run_1/met1.png
Supply wires on this layer in grey.
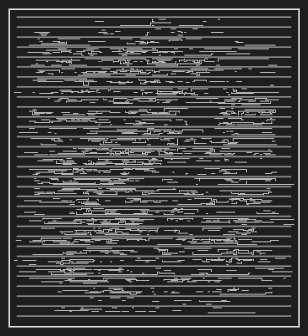
run_1/met2.png
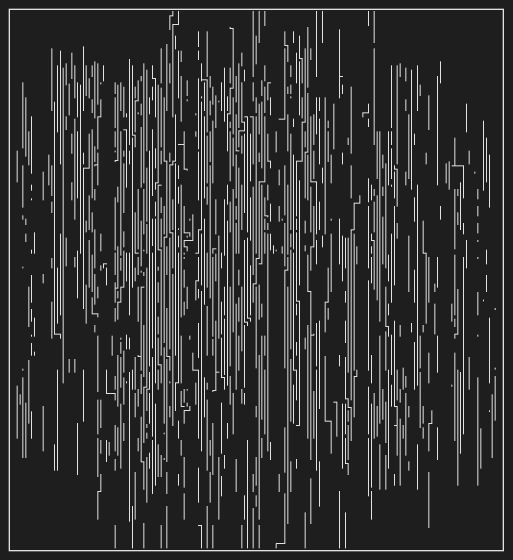
run_1/met3.png
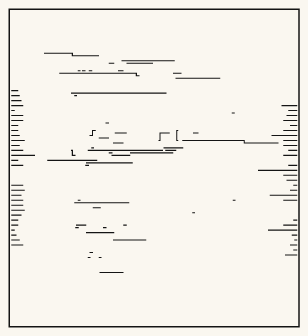
## config.mk

```make
export PLATFORM = sky130hd
export DESIGN_NAME = alu_shift_arbiter_flat
export DESIGN_NICKNAME = d
export VERILOG_FILES = /design/src/rtl/alu_shift_arbiter_if.sv /design/src/rtl/alu_shift_arbiter.sv /design/src/flat_wrapper.sv
export SDC_FILE = /design/constraint.sdc
export NUM_CORES = 1
export LEC_CHECK = 0
export CORE_ASPECT_RATIO = 1.1
export CORE_MARGIN = 1.5
export CORE_UTILIZATION = 44
export CTS_CLUSTER_SIZE = 12
export DETAILED_ROUTE_END_ITERATION = 12
export PLACE_DENSITY = 0.78
export SYNTH_ARGS = -nofsm -noshare
export SYNTH_HDL_FRONTEND = slang
export SYNTH_SLANG_ARGS = --single-unit
```

## constraint.sdc

```tcl
create_clock -name clk -period 1.75 [get_ports clk]
set_clock_uncertainty 0.05 [all_clocks]
set_input_delay 0.175 -clock clk [delete_from_list [all_inputs] [get_ports clk]]
set_output_delay 0.175 -clock clk [all_outputs]
set_load 0.03 [all_outputs]
```

## src/rtl/alu_shift_arbiter_if.sv

```systemverilog
// Handshake bundle between the two shift issue ports, the result consumer
// and the shared shift arbiter.
interface alu_shift_arbiter_if #(
   parameter int WIDTH = 16,
   parameter int SHW   = 4
);
   logic             req0_valid;
   logic [WIDTH-1:0] req0_a;
   logic [SHW-1:0]   req0_shift;
   logic             req0_ready;

   logic             req1_valid;
   logic [WIDTH-1:0] req1_a;
   logic [SHW-1:0]   req1_shift;
   logic             req1_ready;

   logic             res_valid;
   logic [WIDTH-1:0] res_data;
   logic             res_id;
   logic             res_ready;

   logic [15:0]      busy_cnt;

   // Arbiter side
   modport slave (
      input  req0_valid, req0_a, req0_shift,
      output req0_ready,
      input  req1_valid, req1_a, req1_shift,
      output req1_ready,
      output res_valid, res_data, res_id,
      input  res_ready,
      output busy_cnt
   );

   // Requester / consumer side
   modport master (
      output req0_valid, req0_a, req0_shift,
      input  req0_ready,
      output req1_valid, req1_a, req1_shift,
      input  req1_ready,
      input  res_valid, res_data, res_id,
      output res_ready,
      input  busy_cnt
   );
endinterface

```

## src/rtl/alu_shift_arbiter.sv

```systemverilog
// Round-robin arbiter sharing one logical-left-shift unit between two
// requesters, with a single registered result slot and a stall counter.

// Logarithmic barrel shifter: stage gi shifts by 2**gi when amount bit gi is set.
module ALU_Submodule_SLL #(
   parameter int WIDTH = 16,
   parameter int SHW   = 4
) (
   input  logic [WIDTH-1:0] i_a,
   input  logic [SHW-1:0]   i_shamt,
   output logic [WIDTH-1:0] o_y
);
   logic [WIDTH-1:0] w_stage [0:SHW];

   assign w_stage[0] = i_a;

   genvar gi;
   generate
      for (gi = 0; gi < SHW; gi++) begin : g_stage
         assign w_stage[gi+1] = i_shamt[gi] ? (w_stage[gi] << (2**gi)) : w_stage[gi];
      end
   endgenerate

   assign o_y = w_stage[SHW];
endmodule

module alu_shift_arbiter #(
   parameter int WIDTH = 16,
   parameter int SHW   = 4
) (
   input logic               clk,
   input logic               rst_n,
   alu_shift_arbiter_if.slave bus
);
   logic             r_res_valid;
   logic [WIDTH-1:0] r_res_data;
   logic             r_res_id;
   logic             r_rr_ptr;
   logic [15:0]      r_busy_cnt;

   logic             w_free;
   logic             w_grant_any;
   logic             w_grant_id;
   logic             w_ready0;
   logic             w_ready1;
   logic             w_accept;
   logic             w_busy_evt;
   logic [WIDTH-1:0] w_op_a;
   logic [SHW-1:0]   w_op_shift;
   logic [WIDTH-1:0] w_shift_y;

   // The result register is the only storage, so a new operation fits when
   // it is empty or being drained this cycle.
   assign w_free = !r_res_valid || bus.res_ready;

   // Round-robin pick: a lone requester always wins, a tie goes to the pointer.
   always_comb begin
      w_grant_any = bus.req0_valid || bus.req1_valid;
      w_grant_id  = 1'b0;
      if (bus.req0_valid && bus.req1_valid) begin
         w_grant_id = r_rr_ptr;
      end else if (bus.req1_valid) begin
         w_grant_id = 1'b1;
      end
   end

   // Readies are held low while reset is asserted even though the slot is empty.
   assign w_ready0 = rst_n && w_free && w_grant_any && !w_grant_id && bus.req0_valid;
   assign w_ready1 = rst_n && w_free && w_grant_any &&  w_grant_id && bus.req1_valid;
   assign w_accept = w_ready0 || w_ready1;

   // Operands for the shared shifter come from whichever requester is granted.
   assign w_op_a     = w_grant_id ? bus.req1_a     : bus.req0_a;
   assign w_op_shift = w_grant_id ? bus.req1_shift : bus.req0_shift;

   ALU_Submodule_SLL #(
      .WIDTH (WIDTH),
      .SHW   (SHW)
   ) u_sll (
      .i_a     (w_op_a),
      .i_shamt (w_op_shift),
      .o_y     (w_shift_y)
   );

   // Result slot and fairness pointer: accept overwrites, pure consume empties.
   always_ff @(posedge clk or negedge rst_n) begin
      if (!rst_n) begin
         r_res_valid <= 1'b0;
         r_res_data  <= '0;
         r_res_id    <= 1'b0;
         r_rr_ptr    <= 1'b0;
      end else if (w_accept) begin
         r_res_valid <= 1'b1;
         r_res_data  <= w_shift_y;
         r_res_id    <= w_grant_id;
         r_rr_ptr    <= ~w_grant_id;
      end else if (r_res_valid && bus.res_ready) begin
         r_res_valid <= 1'b0;
      end
   end

   // Any requester left waiting this cycle counts as a stall cycle.
   assign w_busy_evt = (bus.req0_valid && !w_ready0) || (bus.req1_valid && !w_ready1);

   // Saturating stall counter.
   always_ff @(posedge clk or negedge rst_n) begin
      if (!rst_n) begin
         r_busy_cnt <= '0;
      end else if (w_busy_evt && (r_busy_cnt != 16'hFFFF)) begin
         r_busy_cnt <= r_busy_cnt + 16'd1;
      end
   end

   assign bus.req0_ready = w_ready0;
   assign bus.req1_ready = w_ready1;
   assign bus.res_valid  = r_res_valid;
   assign bus.res_data   = r_res_data;
   assign bus.res_id     = r_res_id;
   assign bus.busy_cnt   = r_busy_cnt;
endmodule

```

## src/flat_wrapper.sv

```systemverilog
// flat-port wrapper written by rule: the top's interface ports become plain ports
module alu_shift_arbiter_flat 
#(
   parameter int WIDTH = 16,
   parameter int SHW   = 4
)
  (clk, rst_n, bus_req0_valid, bus_req0_a, bus_req0_shift, bus_req0_ready, bus_req1_valid, bus_req1_a, bus_req1_shift, bus_req1_ready, bus_res_valid, bus_res_data, bus_res_id, bus_res_ready, bus_busy_cnt);
  alu_shift_arbiter_if #(.WIDTH(WIDTH), .SHW(SHW)) bus_i ();
  input logic clk;
  input logic rst_n;
  input wire logic [$bits(bus_i.req0_valid)-1:0] bus_req0_valid;
  input wire logic [$bits(bus_i.req0_a)-1:0] bus_req0_a;
  input wire logic [$bits(bus_i.req0_shift)-1:0] bus_req0_shift;
  output wire logic [$bits(bus_i.req0_ready)-1:0] bus_req0_ready;
  input wire logic [$bits(bus_i.req1_valid)-1:0] bus_req1_valid;
  input wire logic [$bits(bus_i.req1_a)-1:0] bus_req1_a;
  input wire logic [$bits(bus_i.req1_shift)-1:0] bus_req1_shift;
  output wire logic [$bits(bus_i.req1_ready)-1:0] bus_req1_ready;
  output wire logic [$bits(bus_i.res_valid)-1:0] bus_res_valid;
  output wire logic [$bits(bus_i.res_data)-1:0] bus_res_data;
  output wire logic [$bits(bus_i.res_id)-1:0] bus_res_id;
  input wire logic [$bits(bus_i.res_ready)-1:0] bus_res_ready;
  output wire logic [$bits(bus_i.busy_cnt)-1:0] bus_busy_cnt;
  assign bus_i.req0_valid = bus_req0_valid;
  assign bus_i.req0_a = bus_req0_a;
  assign bus_i.req0_shift = bus_req0_shift;
  assign bus_req0_ready = bus_i.req0_ready;
  assign bus_i.req1_valid = bus_req1_valid;
  assign bus_i.req1_a = bus_req1_a;
  assign bus_i.req1_shift = bus_req1_shift;
  assign bus_req1_ready = bus_i.req1_ready;
  assign bus_res_valid = bus_i.res_valid;
  assign bus_res_data = bus_i.res_data;
  assign bus_res_id = bus_i.res_id;
  assign bus_i.res_ready = bus_res_ready;
  assign bus_busy_cnt = bus_i.busy_cnt;
  alu_shift_arbiter #(.WIDTH(WIDTH), .SHW(SHW)) u_core (.clk(clk), .rst_n(rst_n), .bus(bus_i));
endmodule
```

==> flow_summary.ini, run 1 <==
; implementation run metrics
[yosys]
top_cells_by_count = dfrtp_1 (35), nand2_1 (31), mux2i_1 (22)
yosysTopAreaCellShare_pct = 31.6
async_flop_share_pct = 100
largest_area_cell = dfrtp_1
yosysMostFrequentCell = dfrtp_1
synth-main-ff-cell = dfrtp_1
yosys_cells = 286
netlist_top_cells_area = dfrtp_1 (32%), mux2i_1 (7.9%), mux4_2 (5.7%), mux2_2 (4.9%), nand2_1 (4.2%)
synth.avg_cell_area_sq_um = 9.70
edf_count = 0

[finish]
multi_input_comb_area_sq_um = 1950
fin_cells = 523
seq_area_sq_um = 883
drive_gt1_share_pct = 39.1
area_delta_synth_final_pct = 64.9
insertedDiodeCount = 0
fillers = 443
nets = 488

[final_timing]
relSlewSlack_pct = 70.8
fin_tns_setup_ns = -0.507
whs_ns = 0.340
setup-violations-final = 12
rsz0062_at_grt = yes
max_freq_mhz = 521
finalCritPeriodShare_pct = 110
final_hold_viol_count = 0
drv_slew = 0
final.setup.worst_slack_ns = -0.169

[critical_path]
crit_end = u_core.bus.res_data[13]
critPathArrivalTime_ns = 2.03
worst_r2r_startpoint = u_core.r_rr_ptr
worst_setup_path_end_kind = flop
required_ns = 1.86

[detailed_routing]
drtIter0Drc = 148
wl_per_cell_um = 17.0
first_pass_iters = 4

[grt]
grt_pass1_vias = 3006
grt_pass1_wl_mm = 14.0
grt.total_usage_pct = 26.6
overflow = 0

[status]
failed_checks = negative setup slack
status = finished, violations left

[floorplan]
dieArea_sq_um = 6790
rows = 30
die_h_um = 86.3

[pwr]
p_switching_mw = 1.47
p_int_mw = 2.35
p_seq_share_pct = 29.3
power.total_mw = 3.83
power_frac_clock_pct = 19.0
combPwrFrac_pct = 51.7
powerDensity_nw_per_um2 = 836
peakVddDrop_mv = 0.766
p_leak_nw = 1.95

[place]
portBuffers = 80
dp.cells = 502

[clocking]
clock_sinks = 35
cts_root_buf = clkbuf_8
clk_latency_ns = 0.28
cts_inserted_buffers = 5

[flow_run]
max_cap_violations = 0
warnings = 28
About met1.png:
share of all routed wire: 38%
wire length on this layer: 3370 um
DR vias: 2956
met1 Usage GRT: 30.2%
Routed WL: 8.89 mm

About met2.png:
nets with wire on the layer: 453
share of all routed wire: 52%
main direction: vertical
Global Route met2 Usage: 48.0%

About met3.png:
share of all routed wire: 4.8%
wire length on this layer: 430 um
main direction: horizontal
nets with wire on the layer: 87
longest straight run: 25.8 um

[run 1: final cells by class]
class                           instances  area share (%)
Multi-Input combinational cell        227            42.7
Tap cell                               80            2.19
Clock inverter                          3           0.957
Inverter                                4           0.328
Clock buffer                            5            1.50
Sequential cell                        35            19.3
Timing Repair Buffer                  169            33.0
[run 1: state kept, by name, summed over array words and instances (netlist names)]
register / flops
u_core.bus.busy_cnt: 16
u_core.bus.res_data: 16
u_core.bus.res_id: 1
u_core.bus.res_valid: 1
u_core.r_rr_ptr: 1
[run 1: logic make-up after synthesis]
logic type               share of synthesized area (%)
AND/OR/NAND/NOR                                   17.2
AND-OR/OR-AND                                     18.6
multiplexers                                      20.5
flip-flops                                        31.6
buffers and inverters                             6.54
XOR/XNOR                                          4.74
adder cells (fa/ha/maj)                          0.812
[run 1: power by group through the flow]
stage,clock network (mW),registers (mW),logic (mW)
2_1_floorplan,0,1.45,0.660
3_3_place_gp,0,1.12,1.76
3_5_place_dp,0,1.13,1.79
4_1_cts,0.738,1.12,1.88
5_1_grt,0.775,1.14,2.09
6_report,0.726,1.12,1.98
[run 1: what timing repair did]
action | in CTS | in global routing
setup buffers | 10 | 3
setup endpoints to repair | 23 | 30
hold buffers | 0 | 0
resized | 33 | 36
endpoints found under the hold margin | 0 | 0
pin swaps | 16 | 15
gates cloned | 1 | 0
[run 1: cell usage in the layout (no fill, tap or decap), types with 3 or more instances in the layout]
cell type         n
and2_1            4
o21a_1            3
dlygate4sd2_1     6
nand2_1          28
mux4_2            7
nor3_1            6
mux2_1            3
clkdlybuf4s50_1  72
mux2_2           10
nand3_1           8
o21ai_1           7
clkbuf_8          5
a31oi_1           9
o211ai_1          5
a21oi_1           8
nand2_2           3
o21ai_2           3
xnor2_1          12
dfrtp_1          29
mux2i_1          20
buf_4            77
nor2_2            5
dfrtp_2           6
nor2_1           11
nand4_1           5
xor2_1            3
o31ai_1           4
buf_6            12
and3_4            3
[run 1: metrics by stage]
step	instance area, sq um	utilization [%]
4_1_cts	4400	72.0
3_5_place_dp	4100	67.1
3_3_place_gp	4100	67.1
2_1_floorplan	2790	-
6_report	4570	74.8
5_1_grt	4570	74.8
[run 1: critical path, cell delays in order, from the launching register on]
cell	delay [ns]
dfrtp_1	0.41
nand2b_4	0.19
buf_6	0.14
and3_4	0.18
buf_6	0.11
a21oi_4	0.18
nand2_2	0.16
a21oi_1	0.26
o31ai_2	0.12
[run 1: worst min path at each step]
stage / cells past startpoint / slack (ns) / from / endpoint
6_report: 2 / 0.34 / rst_n / u_core.bus.res_data[15]
5_1_grt: 2 / 0.39 / rst_n / u_core.bus.res_data[15]
4_1_cts: 2 / 0.32 / rst_n / u_core.bus.res_data[14]
3_5_place_dp: 2 / 0.42 / u_core.bus.res_data[1] / u_core.bus.res_data[1]
3_3_place_gp: 2 / 0.41 / u_core.bus.res_data[1] / u_core.bus.res_data[1]
2_1_floorplan: 0 / -0.17 / rst_n / u_core.bus.busy_cnt[0]
[run 1: metal layers]
layer / GRT usage [%] / share of wire [%]
met1: 30.2 / 38
met2: 48.0 / 52
met3: 2.63 / 4.8
met4: 16.1 / 5.4
met5: 0 / 0
run_1/met4.png
Scale bar: 20 um. Supply wires on this layer in grey.
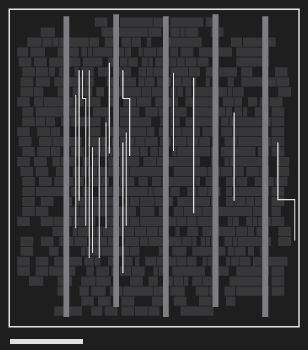

==> inputs of run 2 (changes only) <==
--- a/config.mk
+++ b/config.mk
@@ -6,7 +6,7 @@
 export NUM_CORES = 1
 export LEC_CHECK = 0
 export CORE_ASPECT_RATIO = 1.1
-export CORE_MARGIN = 1.5
+export CORE_MARGIN = 2
 export CORE_UTILIZATION = 44
 export CTS_CLUSTER_SIZE = 12
 export DETAILED_ROUTE_END_ITERATION = 12
run_2/met4.png
Scale bar: 20 um. Supply wires on this layer in grey.
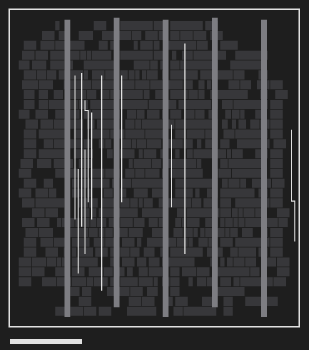
longest straight run: 59.2 um
wire length on this layer: 402 um
nets with wire on the layer: 11
share of all routed wire: 4.4%
main direction: vertical

==> run 2 against run 1 <==
The run still ends with negative setup slack left. Worst setup slack worse by 0.034 ns. First-iteration DRC count down 24%. Cell count up 0.76%. Combinational power up 3%. Wire length up 3.7%. Sequential share of layout area down 0.13 points. Power down 1.9%. Global-route usage down 0.051 points. Fmax down 1.8%.
==> flow_summary.ini, run 2 <==
; implementation run metrics
[clocking]
clock_sinks = 35
cts_root_buf = clkbuf_8
cts_buffer_depth = 2
clk_latency_ns = 0.29
cts_inserted_buffers = 5
ctsHoldBuffers = 0

[flow_run]
max_cap_violations = 0
warnings = 28

[final_timing]
final.setup.worst_slack_ns = -0.203
final_hold_viol_count = 0
rsz0062_at_grt = yes
max_freq_mhz = 512
finalCritPeriodShare_pct = 112
drv_slew = 0
relSlewSlack_pct = 66.4
setup-violations-final = 15

[place]
place_area_sq_um = 4140
place_ws_ns = -0.572
dp.cells = 505
gp_congestion = 0.975
portBuffers = 80

[finish]
insertedDiodeCount = 0
area_delta_synth_final_pct = 65.8
drive_gt1_share_pct = 38.5
layout_top_cell = buf_4
nets = 492
stdcell_area_sq_um = 4600
finish.utilization_pct = 75.2
fin_cells = 527
final_cell_mix = buf_4 (79), clkdlybuf4s50_1 (70), dfrtp_1 (30), nand2_1 (28), mux2i_1 (17)
fillers = 432

[critical_path]
required_ns = 1.88
critPathArrivalTime_ns = 2.08
cpMaxStageDelayCell = dfrtp_1
cp_cell_sequence = nand2b_4 -> buf_6 -> and3_4 -> buf_6 -> a21oi_4 -> nand2_2 -> o22ai_1 -> o31ai_1
worst_setup_path_end_kind = flop
worst_r2r_startpoint = u_core.r_rr_ptr
cp_top_family = simple AND/OR/NAND/NOR gates
path_buffers = 2
crit_end = u_core.bus.res_data[14]
crit_top_cell = buf_6
cp_num_cells = 8
slowest_delay_ns = 0.41

[grt]
grt_max_degree = 36
grt.total_usage_pct = 26.5
grt_pass1_wl_mm = 14.2
overflow = 0
grt_pass1_vias = 3087

[detailed_routing]
first_pass_iters = 4
wl_per_cell_um = 17.5

[yosys]
top_cells_by_count = dfrtp_1 (35), nand2_1 (31), mux2i_1 (22)
yosysMostFrequentCell = dfrtp_1
yosysTopAreaCellShare_pct = 31.6
yosys_cells = 286
async_flop_share_pct = 100
edf_count = 0
seq_area_frac_synth_pct = 31.6
synth.avg_cell_area_sq_um = 9.70
synth-main-ff-cell = dfrtp_1
largest_area_cell = dfrtp_1
netlist_top_cells_area = dfrtp_1 (32%), mux2i_1 (7.9%), mux4_2 (5.7%), mux2_2 (4.9%), nand2_1 (4.2%)

[floorplan]
dieWidth_um = 79.7
rows = 30
dieArea_sq_um = 6960
die_h_um = 87.3

[pwr]
peakVddDrop_mv = 0.779
powerDensity_nw_per_um2 = 816
p_leak_nw = 1.97

[status]
failed_checks = negative setup slack
status = finished, violations left
run_2/met2.png
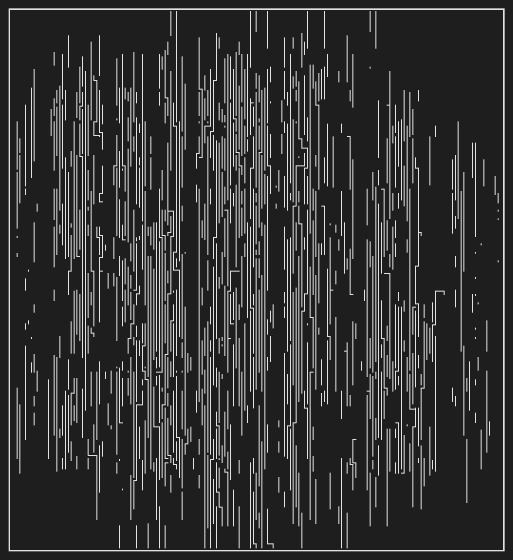
wire length on this layer: 4900 um
main direction: vertical
DR vias: 2977
Routed WL: 9.22 mm
Global Route met2 Usage: 47.1%

-- run 2: timing repair --
action | CTS | global route
pin swaps | 7 | 15
setup buffers | 4 | 11
setup endpoints to repair | 21 | 31
gates resized | 26 | 41
-- run 2: kinds of logic after synthesis --
logic type | count (synthesis) | synth area share [%]
muxes | 45 | 20.5
buffers and inverters | 24 | 6.54
xor gates and xnor gates | 15 | 4.74
DFF | 35 | 31.6
AOI/OAI and AO/OA | 70 | 18.6
adders and majority gates | 2 | 0.812
and+or+nand+nor | 95 | 17.2
-- run 2: routing by layer --
layer / up-vias / wire [um] / GRT usage, %
met1: 1419 / 3480 / 29.6
li1: 1399 / - / -
met2: 132 / 4900 / 47.1
met5: - / 0 / 0
met4: 0 / 402 / 16.9
met3: 27 / 435 / 3.73
-- run 2: stage by stage --
step / TNS (ns) / power (mW) / hold WS [ns]
after global routing: -2.27 / 3.94 / 0.381
after global placement: -8.00 / 2.91 / 0.416
after detailed placement: -8.87 / 2.96 / 0.427
final: -1.24 / 3.75 / 0.329
after CTS: -0.712 / 3.61 / 0.345
after floorplan: 0 / 2.11 / -0.171
-- run 2: report_power, final --
group | total, mW | switching, mW | internal [mW] | leakage [nW]
logic | 2.03 | 1.06 | 0.972 | 1.49
registers | 1.11 | 0.128 | 0.980 | 0.437
clock network | 0.614 | 0.297 | 0.317 | 0.0482
total | 3.75 | 1.48 | 2.27 | 1.97
-- run 2: layout make-up --
| class | instances | area [sq um] | area share, % |
|---|---|---|---|
| Sequential cell | 35 | 882 | 19.2 |
| Inverter | 4 | 15.0 | 0.327 |
| Timing Repair Buffer | 173 | 1570 | 34.0 |
| Clock inverter | 1 | 5.00 | 0.109 |
| Clock buffer | 7 | 86.3 | 1.88 |
| Multi-Input combinational cell | 227 | 1940 | 42.3 |
| Tap cell | 80 | 100 | 2.18 |
-- run 2: worst min path at each step --
stage,to,startpoint,depth (start not counted),slack (ns)
after floorplan,u_core.bus.busy_cnt[0],rst_n,0,-0.17
after global placement,u_core.bus.res_id,u_core.bus.res_id,1,0.42
after detailed placement,u_core.bus.res_id,u_core.bus.res_id,1,0.43
after CTS,u_core.bus.res_data[15],rst_n,2,0.35
after global routing,u_core.bus.busy_cnt[2],rst_n,2,0.38
final,u_core.bus.busy_cnt[3],rst_n,2,0.33
No activity file was given, so power comes from the tool's default toggle rates.
